**src/rtl/ret_sbc_mc.sv**
```systemverilog
// Multi-channel stochastic-to-binary converter with early termination.
// Counts ones on NCH parallel bitstreams over a shared window, then rescales each count to a
// WIDTH-bit estimate. The window ends on the external done request or after 2^et_log2 bits.
//
// Ports:
//   clk, rst_n  clock (rising edge) and asynchronous active-low reset
//   start       single-cycle pulse: clears counters, latches et_log2, opens a window
//   pz          one stochastic bit per channel per cycle (bit i -> channel i)
//   done        external early-termination request (honoured only while counting)
//   et_log2     auto-termination length exponent, clamped to WIDTH, sampled on start
//   Bz          scaled results, channel i at [i*WIDTH +: WIDTH]
//   done_p2     result valid, held until the next start
//   busy        high while counting or scaling
module ret_sbc_mc #(
  parameter int unsigned WIDTH = 8,
  parameter int unsigned NCH   = 4,
  parameter int unsigned LW    = $clog2(WIDTH + 1)
) (
  input  logic                 clk,
  input  logic                 rst_n,
  input  logic                 start,
  input  logic [NCH-1:0]       pz,
  input  logic                 done,
  input  logic [LW-1:0]        et_log2,
  output logic [NCH*WIDTH-1:0] Bz,
  output logic                 done_p2,
  output logic                 busy
);

  typedef enum logic [1:0] {StIdle, StCount, StScale, StHold} state_e;

  state_e                  state_q, state_d;
  logic [WIDTH:0]          ctr_q, ctr_d;
  logic [NCH-1:0][WIDTH:0] sum_q, sum_d;
  logic [LW-1:0]           etl_q, etl_d;
  logic [LW-1:0]           k_q, k_d;
  logic                    eq_q, eq_d;
  logic                    ph_q, ph_d;
  logic [NCH*WIDTH-1:0]    bz_q, bz_d;

  logic [LW-1:0]           etl_clamp;
  logic [WIDTH:0]          ctr_inc;
  logic [WIDTH:0]          lim;
  logic                    term;
  logic [LW-1:0]           msb_idx;
  logic                    pow2;
  logic [LW-1:0]           shamt;
  logic [2*WIDTH:0]        wide;
  logic [NCH*WIDTH-1:0]    bz_scaled;

  // Flags that the estimate used the floor power of two (upward bias) when low.
  logic                    eq;
  assign eq = eq_q;

  assign etl_clamp = (et_log2 > LW'(WIDTH)) ? LW'(WIDTH) : et_log2;
  assign ctr_inc   = ctr_q + (WIDTH + 1)'(1);
  assign lim       = (WIDTH + 1)'(1) << etl_q;
  assign term      = done || (ctr_inc == lim);
  assign pow2      = ~|(ctr_q & (ctr_q - (WIDTH + 1)'(1)));
  assign shamt     = LW'(WIDTH) - k_q;

  always_comb begin
    msb_idx = '0;
    for (int unsigned i = 0; i < WIDTH + 1; i++) begin
      if (ctr_q[i]) msb_idx = LW'(i);
    end
  end

  // sum fits WIDTH+1 bits and shift is at most WIDTH, so 2*WIDTH+1 bits never overflow.
  always_comb begin
    wide      = '0;
    bz_scaled = '0;
    for (int unsigned c = 0; c < NCH; c++) begin
      wide = {{WIDTH{1'b0}}, sum_q[c]} << shamt;
      bz_scaled[c*WIDTH +: WIDTH] = (|wide[2*WIDTH:WIDTH]) ? {WIDTH{1'b1}} : wide[WIDTH-1:0];
    end
  end

  always_comb begin
    state_d = state_q;
    ctr_d   = ctr_q;
    sum_d   = sum_q;
    etl_d   = etl_q;
    k_d     = k_q;
    eq_d    = eq_q;
    ph_d    = ph_q;
    bz_d    = bz_q;
    unique case (state_q)
      StIdle, StHold: begin
        if (start) begin
          state_d = StCount;
          ctr_d   = '0;
          sum_d   = '0;
          etl_d   = etl_clamp;
        end
      end
      StCount: begin
        if (start) begin
          // Restart: this edge's bit is discarded along with the old window.
          ctr_d = '0;
          sum_d = '0;
          etl_d = etl_clamp;
        end else begin
          ctr_d = ctr_inc;
          for (int unsigned c = 0; c < NCH; c++) begin
            sum_d[c] = sum_q[c] + {{WIDTH{1'b0}}, pz[c]};
          end
          if (term) state_d = StScale;
        end
      end
      StScale: begin
        // Two cycles: first register k/eq, then apply the shift into Bz.
        if (!ph_q) begin
          k_d  = msb_idx;
          eq_d = pow2;
          ph_d = 1'b1;
        end else begin
          bz_d    = bz_scaled;
          ph_d    = 1'b0;
          state_d = StHold;
        end
      end
      default: state_d = StIdle;
    endcase
  end

  always_ff @(posedge clk or negedge rst_n) begin
    if (!rst_n) begin
      state_q <= StIdle;
      ctr_q   <= '0;
      sum_q   <= '0;
      etl_q   <= '0;
      k_q     <= '0;
      eq_q    <= 1'b0;
      ph_q    <= 1'b0;
      bz_q    <= '0;
    end else begin
      state_q <= state_d;
      ctr_q   <= ctr_d;
      sum_q   <= sum_d;
      etl_q   <= etl_d;
      k_q     <= k_d;
      eq_q    <= eq_d;
      ph_q    <= ph_d;
      bz_q    <= bz_d;
    end
  end

  assign Bz      = bz_q;
  assign done_p2 = (state_q == StHold);
  assign busy    = (state_q == StCount) || (state_q == StScale);

endmodule

```
**config.mk**
```make
export PLATFORM = sky130hd
export DESIGN_NAME = ret_sbc_mc
export DESIGN_NICKNAME = d
export VERILOG_FILES = /design/src/rtl/ret_sbc_mc.sv
export SDC_FILE = /design/constraint.sdc
export NUM_CORES = 1
export LEC_CHECK = 0
export CORE_UTILIZATION = 60
export CTS_CLUSTER_DIAMETER = 200
export DETAILED_ROUTE_END_ITERATION = 7
export PLACE_DENSITY = 0.81
export SYNTH_ARGS = -nofsm -noshare
export SYNTH_HDL_FRONTEND = slang
export SYNTH_SLANG_ARGS = --single-unit
```
**constraint.sdc**
```tcl
create_clock -name clk -period 7 [get_ports clk]
set_input_delay 1.4 -clock clk [delete_from_list [all_inputs] [get_ports clk]]
set_output_delay 1.4 -clock clk [all_outputs]
set_load 0.05 [all_outputs]
```
Fig. 1: local utilization
10 x 10 tiles, from white (low) to dark blue (high), 0 to 100% covered.
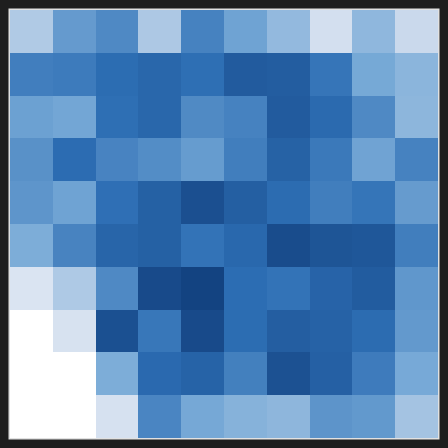
5.0% of the tiles are nearly empty. The emptiest ninth of the die: bottom left. The fullest tile reaches 93%. The densest ninth of the die: middle.
core footprint: 0.009864 mm^2
Util after Layout: 68.00%

==> impl_metrics.env <==
# implementation run metrics
export IMPL_grt_util_met3_pct=4.234
export IMPL_dp_cells=801
export IMPL_ctsLongestPathBuffers=2
export IMPL_period_minus_slack_ps=3768
export IMPL_post_cts_setup_buffers=0
export IMPL_ff2ff_path_depth=9
export IMPL_taps=133
export IMPL_synth_seq_share_pct=35.81
export IMPL_holdPathEnd="ph_q$_DFFE_PN0N_"
export IMPL_hold_buffers=0
export IMPL_clkTransAtPathRegs_ps=90
export IMPL_clock_sinks=88
export IMPL_rsz0062_at_grt="no"
export IMPL_n_clock_buffer=9
export IMPL_crit_type="reg -> out"
export IMPL_hold_slack_ps=492.8
export IMPL_hpwl_um=9767
export IMPL_r2r_slack_ps=3330
export IMPL_yosys_register_bits=88
export IMPL_cp_max_fo=7
export IMPL_fin_crit_sh_pct=53.82
export IMPL_status="complete, no violations"
export IMPL_seqCellArea_mm2=0.002203
export IMPL_clock_latency_ps=380
export IMPL_combGateArea_mm2=0.003601
export IMPL_power_top_consumer="combinational logic"
export IMPL_ys_area_mm2=0.006150
export IMPL_worst_pin_slew_ps=1196
Fig. 2: placed cells, one colour a class
Scale bar: 20 um. Fill, decap, tap and diode cells in grey.
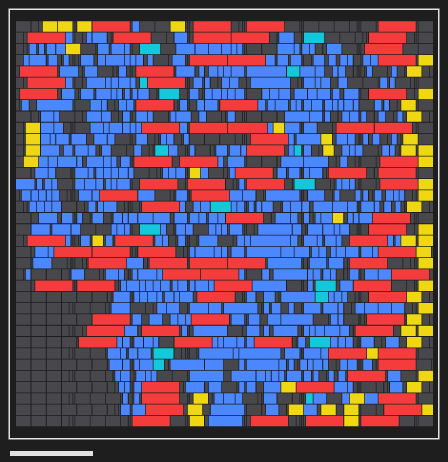
registers: shown in red, cells 88, share of their area 34%. clock drivers and dummy loads: shown in cyan, cells 16, share of their area 2.6%. remaining logic cells: shown in blue, cells 528, share of their area 56%. remaining buffers and delay cells: shown in yellow, cells 52, share of their area 7.7%.
num rows: 36
sequential share of cell area: 32.85%
Final Instance Area: 0.006708 mm^2

## critical path: stages, from the launching register on
cell and delay [ps]:
dfrtp_1 470, inv_1 100, ha_1 420, inv_1 170, clkdlybuf4s50_1 830
## state kept, by name (all words and copies together) (netlist names)
signal / flops
ph_q: 1
k_q: 4
etl_q: 4
ctr_q: 9
state_q: 2
Bz: 32
sum_q: 36
## stage by stage
| step | total power [W] | setup WS [ps] |
|---|---|---|
| after global routing | 0.002905 | 2983 |
| after CTS | 0.002729 | 3255 |
| after floorplan | 0.002024 | 4302 |
| after global placement | 0.002373 | 3393 |
| final | 0.002728 | 3232 |
| after detailed placement | 0.002416 | 3353 |
Power and IR drop assume default switching activity.
